===== config.mk =====
export PLATFORM = sky130hd
export DESIGN_NAME = mmu_arbiter_flat
export DESIGN_NICKNAME = d
export VERILOG_FILES = /design/src/rtl/mmu_arbiter_if.sv /design/src/rtl/mmu_arbiter.sv /design/src/flat_wrapper.sv
export SDC_FILE = /design/constraint.sdc
export NUM_CORES = 1
export LEC_CHECK = 0
export CAP_MARGIN = 30
export CORE_ASPECT_RATIO = 0.8
export CORE_UTILIZATION = 40
export CTS_BUF_LIST = sky130_fd_sc_hd__clkbuf_16
export DETAILED_ROUTE_END_ITERATION = 16
export GPL_TIMING_DRIVEN = 1
export PLACE_DENSITY_LB_ADDON = 0.2
export RECOVER_POWER = 50
export SLEW_MARGIN = 5
export SYNTH_ARGS = -nofsm -noshare
export SYNTH_HDL_FRONTEND = slang
export SYNTH_SLANG_ARGS = --single-unit

===== constraint.sdc =====
create_clock -name clk -period 2.65 [get_ports clk]
set_input_delay 0.53 -clock clk [delete_from_list [all_inputs] [get_ports clk]]
set_output_delay 0.53 -clock clk [all_outputs]
set_load 0.02 [all_outputs]

===== src/rtl/mmu_arbiter_if.sv =====
// Shared request/response bundle between the fetch and load/store ports, the arbiter and the MMU.
// The arbiter connects through the slave modport; the core/MMU side uses master.
interface mmu_arbiter_if;
  logic        if_req;
  logic [31:0] if_address;
  logic        if_gnt;
  logic        if_rvalid;
  logic [31:0] if_rdata;
  logic        if_err;

  logic        ls_req;
  logic        ls_we;
  logic        ls_signed;
  logic [1:0]  ls_width;
  logic [31:0] ls_address;
  logic [31:0] ls_wdata;
  logic        ls_gnt;
  logic        ls_rvalid;
  logic [31:0] ls_rdata;
  logic        ls_err;

  logic        mmu_write_enable;
  logic        mmu_read_enable;
  logic        mmu_signed_read;
  logic [1:0]  mmu_data_width;
  logic [31:0] mmu_address;
  logic [31:0] mmu_data_in;
  logic [31:0] mmu_data_out;
  logic        mmu_ready;

  logic        busy;

  modport slave (
    input  if_req, if_address,
    output if_gnt, if_rvalid, if_rdata, if_err,
    input  ls_req, ls_we, ls_signed, ls_width, ls_address, ls_wdata,
    output ls_gnt, ls_rvalid, ls_rdata, ls_err,
    output mmu_write_enable, mmu_read_enable, mmu_signed_read, mmu_data_width,
    output mmu_address, mmu_data_in,
    input  mmu_data_out, mmu_ready,
    output busy
  );

  modport master (
    output if_req, if_address,
    input  if_gnt, if_rvalid, if_rdata, if_err,
    output ls_req, ls_we, ls_signed, ls_width, ls_address, ls_wdata,
    input  ls_gnt, ls_rvalid, ls_rdata, ls_err,
    input  mmu_write_enable, mmu_read_enable, mmu_signed_read, mmu_data_width,
    input  mmu_address, mmu_data_in,
    output mmu_data_out, mmu_ready,
    input  busy
  );
endinterface


===== src/rtl/mmu_arbiter.sv =====
// Round-robin arbiter/sequencer sharing one MMU request port between fetch (IF) and load/store (LS).
// Grant is combinational in IDLE; enable pulses one cycle; response or timeout error returns to the owner.
module mmu_arbiter #(
  parameter int TIMEOUT = 16
) (
  input  logic          clk,
  input  logic          reset,
  mmu_arbiter_if.slave  bus
);

  typedef enum logic [1:0] {ST_IDLE, ST_ISSUE, ST_WAIT, ST_RESP} state_e;
  typedef enum logic {PORT_IF, PORT_LS} port_e;

  localparam logic [7:0] TIMEOUT_CNT = 8'(TIMEOUT);

  state_e      state, state_nxt;
  port_e       owner, owner_nxt;
  port_e       last_grant, last_grant_nxt;
  logic [7:0]  cnt, cnt_nxt;

  logic        we_q, we_nxt;
  logic        sgn_q, sgn_nxt;
  logic [1:0]  width_q, width_nxt;
  logic [31:0] addr_q, addr_nxt;
  logic [31:0] wdata_q, wdata_nxt;
  logic        rd_en_q, rd_en_nxt;
  logic        wr_en_q, wr_en_nxt;

  logic        if_rvalid_q, if_rvalid_nxt;
  logic [31:0] if_rdata_q, if_rdata_nxt;
  logic        if_err_q, if_err_nxt;
  logic        ls_rvalid_q, ls_rvalid_nxt;
  logic [31:0] ls_rdata_q, ls_rdata_nxt;
  logic        ls_err_q, ls_err_nxt;
  logic        busy_q, busy_nxt;

  logic        grant_if, grant_ls;
  logic        resp_take;
  logic [31:0] resp_data;
  logic        resp_err;

  always_ff @(posedge clk) begin
    if (reset) begin
      state       <= ST_IDLE;
      owner       <= PORT_IF;
      last_grant  <= PORT_LS;
      cnt         <= '0;
      we_q        <= 1'b0;
      sgn_q       <= 1'b0;
      width_q     <= '0;
      addr_q      <= '0;
      wdata_q     <= '0;
      rd_en_q     <= 1'b0;
      wr_en_q     <= 1'b0;
      if_rvalid_q <= 1'b0;
      if_rdata_q  <= '0;
      if_err_q    <= 1'b0;
      ls_rvalid_q <= 1'b0;
      ls_rdata_q  <= '0;
      ls_err_q    <= 1'b0;
      busy_q      <= 1'b0;
    end else begin
      state       <= state_nxt;
      owner       <= owner_nxt;
      last_grant  <= last_grant_nxt;
      cnt         <= cnt_nxt;
      we_q        <= we_nxt;
      sgn_q       <= sgn_nxt;
      width_q     <= width_nxt;
      addr_q      <= addr_nxt;
      wdata_q     <= wdata_nxt;
      rd_en_q     <= rd_en_nxt;
      wr_en_q     <= wr_en_nxt;
      if_rvalid_q <= if_rvalid_nxt;
      if_rdata_q  <= if_rdata_nxt;
      if_err_q    <= if_err_nxt;
      ls_rvalid_q <= ls_rvalid_nxt;
      ls_rdata_q  <= ls_rdata_nxt;
      ls_err_q    <= ls_err_nxt;
      busy_q      <= busy_nxt;
    end
  end

  always_comb begin
    state_nxt      = state;
    owner_nxt      = owner;
    last_grant_nxt = last_grant;
    cnt_nxt        = cnt;
    we_nxt         = we_q;
    sgn_nxt        = sgn_q;
    width_nxt      = width_q;
    addr_nxt       = addr_q;
    wdata_nxt      = wdata_q;
    rd_en_nxt      = 1'b0;
    wr_en_nxt      = 1'b0;
    if_rvalid_nxt  = 1'b0;
    if_rdata_nxt   = if_rdata_q;
    if_err_nxt     = if_err_q;
    ls_rvalid_nxt  = 1'b0;
    ls_rdata_nxt   = ls_rdata_q;
    ls_err_nxt     = ls_err_q;
    grant_if       = 1'b0;
    grant_ls       = 1'b0;
    resp_take      = 1'b0;
    resp_data      = '0;
    resp_err       = 1'b0;

    case (state)
      ST_IDLE: begin
        // On a tie the port that did not win last time goes first.
        if (!reset) begin
          if (bus.if_req && (!bus.ls_req || last_grant == PORT_LS)) begin
            grant_if = 1'b1;
          end else if (bus.ls_req) begin
            grant_ls = 1'b1;
          end
        end
        if (grant_if) begin
          owner_nxt = PORT_IF;
          we_nxt    = 1'b0;
          sgn_nxt   = 1'b0;
          width_nxt = 2'd3;
          addr_nxt  = bus.if_address;
          wdata_nxt = '0;
        end
        if (grant_ls) begin
          owner_nxt = PORT_LS;
          we_nxt    = bus.ls_we;
          sgn_nxt   = bus.ls_signed;
          width_nxt = bus.ls_width;
          addr_nxt  = bus.ls_address;
          wdata_nxt = bus.ls_wdata;
        end
        if (grant_if || grant_ls) begin
          last_grant_nxt = owner_nxt;
          rd_en_nxt      = !we_nxt;
          wr_en_nxt      = we_nxt;
          state_nxt      = ST_ISSUE;
        end
      end
      ST_ISSUE: begin
        cnt_nxt   = '0;
        state_nxt = ST_WAIT;
      end
      ST_WAIT: begin
        if (bus.mmu_ready) begin
          resp_take = 1'b1;
          resp_data = we_q ? 32'd0 : bus.mmu_data_out;
          resp_err  = 1'b0;
        end else if ((cnt + 8'd1) == TIMEOUT_CNT) begin
          resp_take = 1'b1;
          resp_data = '0;
          resp_err  = 1'b1;
        end else begin
          cnt_nxt = cnt + 8'd1;
        end
      end
      ST_RESP: begin
        state_nxt = ST_IDLE;
      end
      default: begin
        state_nxt = ST_IDLE;
      end
    endcase

    // Only the owner's response registers move; the other port keeps its last result.
    if (resp_take) begin
      state_nxt = ST_RESP;
      if (owner == PORT_IF) begin
        if_rvalid_nxt = 1'b1;
        if_rdata_nxt  = resp_data;
        if_err_nxt    = resp_err;
      end else begin
        ls_rvalid_nxt = 1'b1;
        ls_rdata_nxt  = resp_data;
        ls_err_nxt    = resp_err;
      end
    end

    busy_nxt = (state_nxt != ST_IDLE);
  end

  assign bus.if_gnt           = grant_if;
  assign bus.ls_gnt           = grant_ls;
  assign bus.if_rvalid        = if_rvalid_q;
  assign bus.if_rdata         = if_rdata_q;
  assign bus.if_err           = if_err_q;
  assign bus.ls_rvalid        = ls_rvalid_q;
  assign bus.ls_rdata         = ls_rdata_q;
  assign bus.ls_err           = ls_err_q;
  assign bus.mmu_read_enable  = rd_en_q;
  assign bus.mmu_write_enable = wr_en_q;
  assign bus.mmu_signed_read  = sgn_q;
  assign bus.mmu_data_width   = width_q;
  assign bus.mmu_address      = addr_q;
  assign bus.mmu_data_in      = wdata_q;
  assign bus.busy             = busy_q;

  a_one_grant: assert property (@(posedge clk) disable iff (reset) !(grant_if && grant_ls));
  a_one_enable: assert property (@(posedge clk) disable iff (reset) !(rd_en_q && wr_en_q));
  a_one_rvalid: assert property (@(posedge clk) disable iff (reset) !(if_rvalid_q && ls_rvalid_q));
  a_enable_in_issue: assert property (@(posedge clk) disable iff (reset)
    (rd_en_q || wr_en_q) |-> (state == ST_ISSUE));

endmodule

===== src/flat_wrapper.sv =====
// flat-port wrapper written by rule: the top's interface ports become plain ports
module mmu_arbiter_flat 
#(
  parameter int TIMEOUT = 16
)
  (clk, reset, bus_if_req, bus_if_address, bus_if_gnt, bus_if_rvalid, bus_if_rdata, bus_if_err, bus_ls_req, bus_ls_we, bus_ls_signed, bus_ls_width, bus_ls_address, bus_ls_wdata, bus_ls_gnt, bus_ls_rvalid, bus_ls_rdata, bus_ls_err, bus_mmu_write_enable, bus_mmu_read_enable, bus_mmu_signed_read, bus_mmu_data_width, bus_mmu_address, bus_mmu_data_in, bus_mmu_data_out, bus_mmu_ready, bus_busy);
  mmu_arbiter_if bus_i ();
  input  logic clk;
  input  logic reset;
  input wire logic [$bits(bus_i.if_req)-1:0] bus_if_req;
  input wire logic [$bits(bus_i.if_address)-1:0] bus_if_address;
  output wire logic [$bits(bus_i.if_gnt)-1:0] bus_if_gnt;
  output wire logic [$bits(bus_i.if_rvalid)-1:0] bus_if_rvalid;
  output wire logic [$bits(bus_i.if_rdata)-1:0] bus_if_rdata;
  output wire logic [$bits(bus_i.if_err)-1:0] bus_if_err;
  input wire logic [$bits(bus_i.ls_req)-1:0] bus_ls_req;
  input wire logic [$bits(bus_i.ls_we)-1:0] bus_ls_we;
  input wire logic [$bits(bus_i.ls_signed)-1:0] bus_ls_signed;
  input wire logic [$bits(bus_i.ls_width)-1:0] bus_ls_width;
  input wire logic [$bits(bus_i.ls_address)-1:0] bus_ls_address;
  input wire logic [$bits(bus_i.ls_wdata)-1:0] bus_ls_wdata;
  output wire logic [$bits(bus_i.ls_gnt)-1:0] bus_ls_gnt;
  output wire logic [$bits(bus_i.ls_rvalid)-1:0] bus_ls_rvalid;
  output wire logic [$bits(bus_i.ls_rdata)-1:0] bus_ls_rdata;
  output wire logic [$bits(bus_i.ls_err)-1:0] bus_ls_err;
  output wire logic [$bits(bus_i.mmu_write_enable)-1:0] bus_mmu_write_enable;
  output wire logic [$bits(bus_i.mmu_read_enable)-1:0] bus_mmu_read_enable;
  output wire logic [$bits(bus_i.mmu_signed_read)-1:0] bus_mmu_signed_read;
  output wire logic [$bits(bus_i.mmu_data_width)-1:0] bus_mmu_data_width;
  output wire logic [$bits(bus_i.mmu_address)-1:0] bus_mmu_address;
  output wire logic [$bits(bus_i.mmu_data_in)-1:0] bus_mmu_data_in;
  input wire logic [$bits(bus_i.mmu_data_out)-1:0] bus_mmu_data_out;
  input wire logic [$bits(bus_i.mmu_ready)-1:0] bus_mmu_ready;
  output wire logic [$bits(bus_i.busy)-1:0] bus_busy;
  assign bus_i.if_req = bus_if_req;
  assign bus_i.if_address = bus_if_address;
  assign bus_if_gnt = bus_i.if_gnt;
  assign bus_if_rvalid = bus_i.if_rvalid;
  assign bus_if_rdata = bus_i.if_rdata;
  assign bus_if_err = bus_i.if_err;
  assign bus_i.ls_req = bus_ls_req;
  assign bus_i.ls_we = bus_ls_we;
  assign bus_i.ls_signed = bus_ls_signed;
  assign bus_i.ls_width = bus_ls_width;
  assign bus_i.ls_address = bus_ls_address;
  assign bus_i.ls_wdata = bus_ls_wdata;
  assign bus_ls_gnt = bus_i.ls_gnt;
  assign bus_ls_rvalid = bus_i.ls_rvalid;
  assign bus_ls_rdata = bus_i.ls_rdata;
  assign bus_ls_err = bus_i.ls_err;
  assign bus_mmu_write_enable = bus_i.mmu_write_enable;
  assign bus_mmu_read_enable = bus_i.mmu_read_enable;
  assign bus_mmu_signed_read = bus_i.mmu_signed_read;
  assign bus_mmu_data_width = bus_i.mmu_data_width;
  assign bus_mmu_address = bus_i.mmu_address;
  assign bus_mmu_data_in = bus_i.mmu_data_in;
  assign bus_i.mmu_data_out = bus_mmu_data_out;
  assign bus_i.mmu_ready = bus_mmu_ready;
  assign bus_busy = bus_i.busy;
  mmu_arbiter #(.TIMEOUT(TIMEOUT)) u_core (.clk(clk), .reset(reset), .bus(bus_i));
endmodule

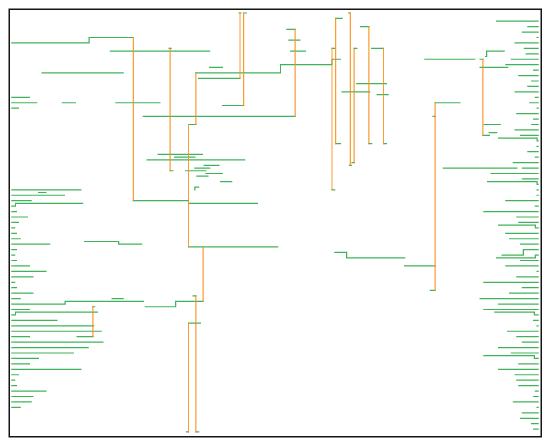
Fig. 1. Wiring by layer (run 1).
Scale: 4 px per µm. Only two layers are drawn.
legend:
  orange:
    layer: metal 4
    wire_length: 511 µm
  green:
    layer: metal 3
    wire_length: 1230 µm

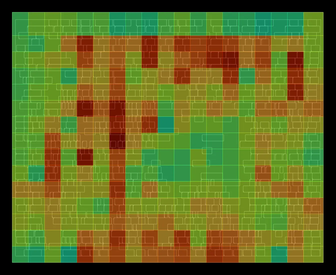
Fig. 2. Routing congestion map (run 1).
GRT met2 Usage: 0.417
global-route track usage on met1: 0.273
Wirelength per Cell: 17.2 µm

==> summary.txt, run 1 <==
Summary of the current implementation state.

- From the final report, the count of setup violators was given as 0.
- The sum of buffers and inverters on the critical path is 2, for reference.
- Per the final layout report, the fraction of cells sized above drive strength 1 comes to 0.0689.
- The top-level port count is roughly 280, for reference.
- The yosys warning tally is 0, for reference.
- Data on the critical path arrives at its endpoint at 1.97 ns.
- The congestion estimate from routability-driven global placement came to 0.809.
- The number of global-route vias before repair is 5158, for reference.
- The run finished with clean final reports.
- For this run, design rule violations remaining after detail routing come to 0.
- The global routing usage summed across all routing layers is 0.242, for reference.
- The area recorded from the Yosys report for this design is ~0.0055 mm².
- The net count of the mapped netlist is 676, for reference.
- The category of the worst setup path launch point is an input port, for reference.
- The largest area contributor in the synthesized netlist is dfxtp_1, for reference.
- Post-route period utilization is reported as 0.944.
- The clock period minus final worst setup slack is 2.50 ns, for reference.
- The initial antenna violation count is 0, for reference.
- The area overhead of the layout relative to synthesis is 65.3%, for reference.
- The antenna diode count is 0, for reference.
- After layout, the design draws a total of approximately 7000 µW.
- The average via count per standard cell is 5.26, for reference.
- Across all stage logs, warnings added up to 28.
- Entering global routing, the biggest net connects around 67 pins.
- Among the stages of the critical path, the cell type that occurs most often is clkdlybuf4s50_1.
- The timing report gives the biggest stage delay along the critical path as 0.62 ns.
- Of the post-synthesis cell area, the dominant cell type holds 0.554.
- The floorplan step set the die width to 133 µm.
- The prevailing logic family in the synthesized netlist is AND-OR/OR-AND gates, for reference.
- The data required time reported for the critical path is ~2.1 ns.
- The simple logic cell fraction of the synthesized area is 0.108, for reference.
- The leakage power in the latest report is 0.00359 µW.
- For this run, the post-layout net count is 941.
- The number of I/O port buffers is 276, for reference.
- In this run, the synthesized area fraction spent on xor and xnor cells is recorded as 0.
- For reference, the critical path cell chain is clkdlybuf4s50_1 -> nand2_1 -> nand3_1 -> nor2_1 -> clkdlybuf4s50_1.
- The power density normalized to cell area is ~780 mW/mm², for reference.
- The clock drives 151 sinks.
- Headroom to the max-slew limit came out at 0.280.
- The area of combinational cells with multiple inputs is around 0.0023 mm², for reference.
- The number of design-rule violations left by the first detailed-router iteration is between 300 and 400, for reference.
- The post-CTS setup buffer count is 0, for reference.
- The clock insertion delay at the later pin of the skew report is between 0.4 and 0.5 ns, for reference.
- The worst setup path is captured at an output port.
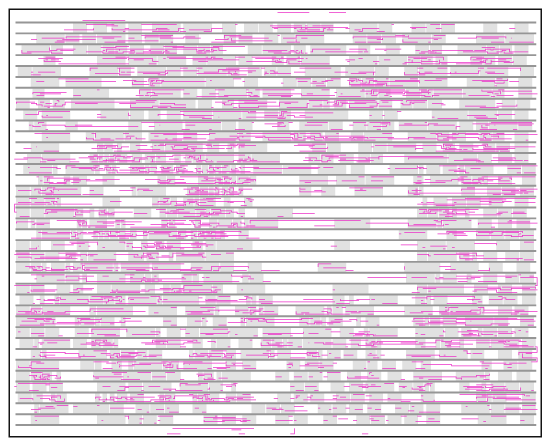
Fig. 3. Signal wires on met1 (run 1).
Scale: 4 px per µm. Supply wires on this layer in gray. Cells faint in the background.
main direction: horizontal
wire length on this layer: 6810 µm
share of all routed wire: 40%
nets with wire on the layer: 814
via count: 5192
total wirelength of the detailed-routed design: 17.0 mm

-- run 1: cells in the mapped netlist --
master	n
a311oi_1	1
nand2_1	13
buf_2	3
a31oi_1	4
inv_1	9
or4_4	2
and2_1	1
a22o_1	64
ha_1	4
buf_1	5
o211ai_1	1
nand3_1	5
a311oi_4	1
a22oi_1	33
a2111oi_0	1
o21ai_1	3
a211oi_1	35
mux2i_1	32
nand4b_1	1
or3_2	1
a41oi_1	1
o31ai_1	1
and4b_1	1
a21oi_2	1
nor2_1	85
a21oi_1	15
nand4_1	2
dfxtp_1	151
nor2b_1	2
nand3b_1	1
nor4_1	5
clkbuf_1	34
nor3_1	7
nand2b_1	5
nand3_2	1
o21ai_0	4
-- run 1: registers in the layout, summed over array words and instances (netlist names) --
| signal | flops |
|---|---|
| u_core.bus.mmu_address | 32 |
| u_core.bus.if_rdata | 32 |
| u_core.bus.ls_err | 1 |
| u_core.bus.mmu_signed_read | 1 |
| u_core.bus.if_err | 1 |
| u_core.bus.mmu_read_enable | 1 |
| u_core.owner | 1 |
| u_core.bus.ls_rvalid | 1 |
| u_core.bus.mmu_write_enable | 1 |
| u_core.bus.mmu_data_in | 32 |
| u_core.state | 2 |
| u_core.cnt | 8 |
| u_core.we_q | 1 |
| u_core.last_grant | 1 |
| u_core.bus.if_rvalid | 1 |
| u_core.bus.mmu_data_width | 2 |
| u_core.bus.ls_rdata | 32 |
| u_core.bus.busy | 1 |
-- run 1: path summary, 6_finish.rpt --
kind                                                           start                                    to  slack, ns  depth (start not counted)
worst max-delay path                                      bus_if_req                            bus_ls_gnt       0.15                          5
worst min-delay path            u_core.bus.if_rdata[10]$_SDFFE_PP0P_  u_core.bus.if_rdata[10]$_SDFFE_PP0P_       0.47                          1
worst max register to register            u_core.cnt[0]$_SDFFE_PP0P_            u_core.cnt[2]$_SDFFE_PP0P_       0.36                          6
worst min register to register  u_core.bus.if_rdata[10]$_SDFFE_PP0P_  u_core.bus.if_rdata[10]$_SDFFE_PP0P_       0.47                          1
-- run 1: per-layer routing --
metal  wire length, µm  track usage  share of wire  up-vias
met3              1230       0.0773          0.073       40
met1              6810        0.273           0.40     2417
met5                 0            0              0        -
li1                  -            -              -     2511
met2              8410        0.417           0.50      224
met4               510        0.112          0.030        0
-- run 1: where the power goes --
part / switching [µW] / internal (µW)
combinational: 981 / 810
sequential: 136 / 2530
clock: 968 / 1580
total: 2080 / 4920
-- run 1: through the flow --
step	setup WS [ns]	instance area (µm²)	cells	hold slack (ns)
2_1_floorplan	0.595	5460	535	0.452
3_3_place_gp	0.201	8430	956	0.456
3_5_place_dp	0.175	8430	956	0.454
4_1_cts	0.164	9060	988	0.476
5_1_grt	0.0602	9020	988	0.487
6_report	0.148	9020	988	0.471
-- run 1: cell type report --
type / count / area share
tap: 175 / 0.0243
multi-input combinational: 333 / 0.251
sequential: 151 / 0.335
clock inverter: 15 / 0.0222
clock buffer: 17 / 0.0472
timing repair buffer: 288 / 0.316
inverter: 9 / 0.00374
-- run 1: what timing repair did --
item                       4_1_cts  5_1_grt
setup endpoints to repair        1        0
hold buffers                     0        0
gates resized                    2        0
==> run 2, diff against run 1 <==
--- a/config.mk
+++ b/config.mk
@@ -7,8 +7,10 @@
 export LEC_CHECK = 0
 export CAP_MARGIN = 30
 export CORE_ASPECT_RATIO = 0.8
+export CORE_MARGIN = 2
 export CORE_UTILIZATION = 40
 export CTS_BUF_LIST = sky130_fd_sc_hd__clkbuf_16
+export CTS_CLUSTER_DIAMETER = 30
 export DETAILED_ROUTE_END_ITERATION = 16
 export GPL_TIMING_DRIVEN = 1
 export PLACE_DENSITY_LB_ADDON = 0.2
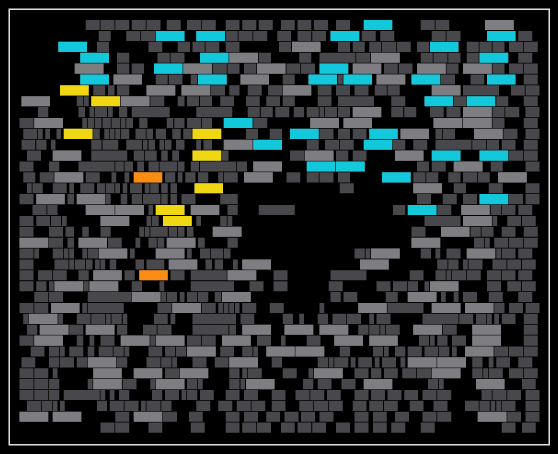
Fig. 4. Sequential cells colored by netlist name (run 2).
Scale: 4 px per µm.
legend:
  cyan:
    netlist_name: `u_core.bus.if_rdata`
    placed_flops: 32
  yellow:
    netlist_name: `u_core.cnt`
    placed_flops: 8
  orange:
    netlist_name: `u_core.state`
    placed_flops: 2

==> run 2 against run 1 <==
Net effect:
- clock power shrank 7%
- synthesized cell count is the same
- routed wire length shrank 2.1%
- sequential share of layout area grew 0.13 points
- non-clock buffer count grew 3
==> summary.txt, run 2 <==
Summary of the current implementation state.

- The worst setup timing slack at the placement stage came to 0.164 ns (-0.0111 ns).
- Setup repair after global routing left no endpoint under its margin.
- Per the run summary, max-cap violations total 0.
- The flow measured a signed area growth from synthesis to layout of 64.6%.
- In the final report, the number of pins over their slew limit comes to 0.
- The cell that appears most often on the critical path is clkdlybuf4s50_1.
- The sum of buffers and inverters on the critical path was 2 (unchanged).
- The biggest cell delay along the critical path was 0.62 ns (about the same).
- The chip footprint is 0.0146 mm², for reference.
- The worst clock skew on the final layout is 0.00832 ns, for reference.
- The main area contributors are dfxtp_1 (55%), a22o_1 (10%), mux2i_1 (5.9%), nor2_1 (5.8%), a211oi_1 (4.8%).
- The net count of the mapped netlist is 676 (unchanged), for reference.
- The aggregate routed wire length was 16.6 mm (-2.1%).
- The horizontal die dimension was 135 µm (+1.5%).
- The highest supply drop recorded on VDD is between 500 and 600 µV.
- The global routing usage summed across all routing layers was 0.223 (-0.0188).
- The final critical-path share of the clock period is 0.942 (-0.00239), for reference.
- The clock insertion delay at the later pin of the skew report came to 0.42 ns (about the same).
- The count of nets left with antenna violations once routing finished came out at 0.
- The worst endpoint data arrival time is 1.97 ns (about the same), for reference.
- The signal on the critical path passes through clkdlybuf4s50_1 -> nand2_1 -> nand3_1 -> nor2_1 -> clkdlybuf4s50_1.
- The proportion of layout cells with a drive suffix above 1 came to 0.0674 (-0.00148).
- The required time of the worst setup path is 2.12 ns (about the same).
- The critical-path cell with the highest stage delay is clkdlybuf4s50_1, for reference.
- The number of cells on the worst reg-to-reg path is 7 (+1), for reference.
- The most frequently placed logic cell in the final layout is clkdlybuf4s50_1, for reference.
- The antenna diode count is 0 (unchanged).
- The total of hold buffers inserted after clock tree synthesis came to 0 (unchanged).
- The number of gates on the worst path with buffers counted is 5 (unchanged).
- The worst slew slack as a fraction of its limit is 0.279 (-0.00137), for reference.
- The clock period minus final worst setup slack came to 2.50 ns (-0.00633 ns).
- The initial antenna violation count is 0 (unchanged), for reference.
- The registers of the reported paths see a clock transition of 0.06 ns.
- Of all nets on the critical path, the largest fanout is 4.
- The yosys warning tally is 0 (unchanged), for reference.
- The worst hold path depth is 1 (unchanged), for reference.
- The initial standard-cell utilization of the core is 0.406, for reference.
- The number of I/O port buffers was 276 (unchanged).
- The worst setup path is captured at an output port.
- The post-CTS setup buffer count is 0 (unchanged).
- The post-synth tally of flip-flops with integrated enable is 0 (unchanged).
- The final cell count without fillers is 996 (+0.81%), for reference.
- Broken down by cell family, the worst path's largest delay share belongs to buffers and inverters.
- The register-to-register setup slack came to 0.25 ns (-0.11 ns).
- By count the netlist is led by dfxtp_1 (151), nor2_1 (85), a22o_1 (64), a211oi_1 (35), clkbuf_1 (34).
- The total cell area at the placement stage came to 0.00845 mm² (+0.19%).
- The fraction of registers with async set or reset after synthesis is 0 (unchanged).
- The category of the worst setup path launch point is an input port, for reference.
- In this run, synthesis produced a sequential element count of between 150 and 200.
- Post-synth the commonest register cell is dfxtp_1.
- The total vias in the final route is 5159 (-0.64%), for reference.
- The least setup slack across all paths after layout is 0.155 ns (+0.00633 ns), for reference.
- The routed wire length per instance is 16.7 µm (-2.9%), for reference.
- After floorplanning, the core was divided into 38 placement rows.
- The number of cells after detailed placement is 964 (+0.84%), for reference.
- The area of all placed cells without fillers is 0.00899 mm² (-0.39%).
- The critical path is of the input port to output port type.
- The warning total across the stage logs came to 28 (unchanged).
- Summed over all instances, the cell type with the most area after synthesis is dfxtp_1.
- The power density normalized to cell area is 763 mW/mm² (-1.8%), for reference.
- The leakage component of the power is 0.00350 µW (-2.4%), for reference.
- The number of global-route vias before repair was 4987 (-3.3%).
- The number of design-rule violations left by the first detailed-router iteration was 284 (-26%).
- The TritonCTS clock tree is built, for reference.
- The final weighted congestion of routability-driven global placement was 0.850 (+5.1%).
- The largest net degree at the start of global routing was 68 (+1.5%).
- The final-report setup violation count is 0 (unchanged), for reference.
- The worst hold slack is 0.468 ns (-0.00260 ns).
- The run finished with clean final reports.
- The sequential-to-total area share from yosys stat is 0.554, for reference.
- The floorplan step set the die height to 108 µm.
- The core region is 0.0135 mm².
- The average via count per standard cell is 5.18 (-1.4%), for reference.
- The net total in the final layout was 944 (+0.32%).
- The average footprint of a synthesized cell is 10.2 µm², for reference.
- The Yosys chip area is 0.00546 mm² (unchanged).
- Looking at the max-slew report, the worst-margin pin has a slew of 1.08 ns.
- The setup TNS after final layout is 0 ns, for reference.
- The number of design rule violations left after detail routing is 0 (unchanged), for reference.
- The share of Yosys cell area claimed by the top area cell type is 0.554 (unchanged), for reference.
- The top-level port count is 277 (unchanged), for reference.
- The cell sitting at the root of the clock tree is a clkbuf_16.
- By instance count, the leading cell after synthesis is dfxtp_1.
- The count of clock tree sinks is 151 (unchanged), for reference.
[run 2: cell counts after synthesis]
Identical to the previous run, type by type.
[run 2: layer usage]
| layer | GRT usage | routed length (µm) |
|---|---|---|
| met1 | 0.259 | 6760 |
| met2 | 0.388 | 8250 |
| met3 | 0.0624 | 1230 |
| met4 | 0.0955 | 367 |
| met5 | 0 | 0 |
[run 2: final timing paths]
kind	end	start
setup reg to reg	u_core.bus.ls_rdata[20]$_SDFFE_PP0P_	u_core.cnt[0]$_SDFFE_PP0P_
hold reg to reg	u_core.bus.if_rdata[18]$_SDFFE_PP0P_	u_core.bus.if_rdata[18]$_SDFFE_PP0P_
setup / recovery	bus_ls_gnt	bus_if_req
hold / removal	u_core.bus.if_rdata[18]$_SDFFE_PP0P_	u_core.bus.if_rdata[18]$_SDFFE_PP0P_
[run 2: report_power, final]
part | leakage, µW | switching [µW] | internal (µW)
registers | 0.00123 | 138 | 2530
logic | 0.00199 | 980 | 827
clock network | 0.000281 | 918 | 1460
[run 2: cells by family (layout without fill, tap and decap cells)]
group                      Yosys count  after routing  share of synthesized area
muxes                               32             32                     0.0587
and+or+nand+nor                    132            132                      0.108
buffers and inverters               51            332                     0.0358
adders and majority gates            4              4                    0.00917
AOI/OAI and AO/OA                  165            165                      0.235
DFF                                151            151                      0.554
[run 2: area by class of cell]
type / count / area (µm²)
Clock buffer: 17 / 425
Clock inverter: 15 / 160
Fill cell: 1093 / 4470
Inverter: 9 / 33.8
Multi-Input combinational cell: 333 / 2260
Sequential cell: 151 / 3020
Tap cell: 180 / 225
Timing Repair Buffer: 291 / 2860
[run 2: timing repair]
item                       in CTS  in global routing
setup endpoints to repair       1                  0
hold endpoints to repair        0                  0
gates resized                   2                  0
[run 2: stage by stage]
stage / power (µW) / utilization
after floorplan: 3670 / -
after global placement: 4550 / 0.628
after detailed placement: 4600 / 0.628
after CTS: 6990 / 0.671
after global routing: 7170 / 0.668
final: 6860 / 0.668
Power is estimated from default activity; no workload was simulated.
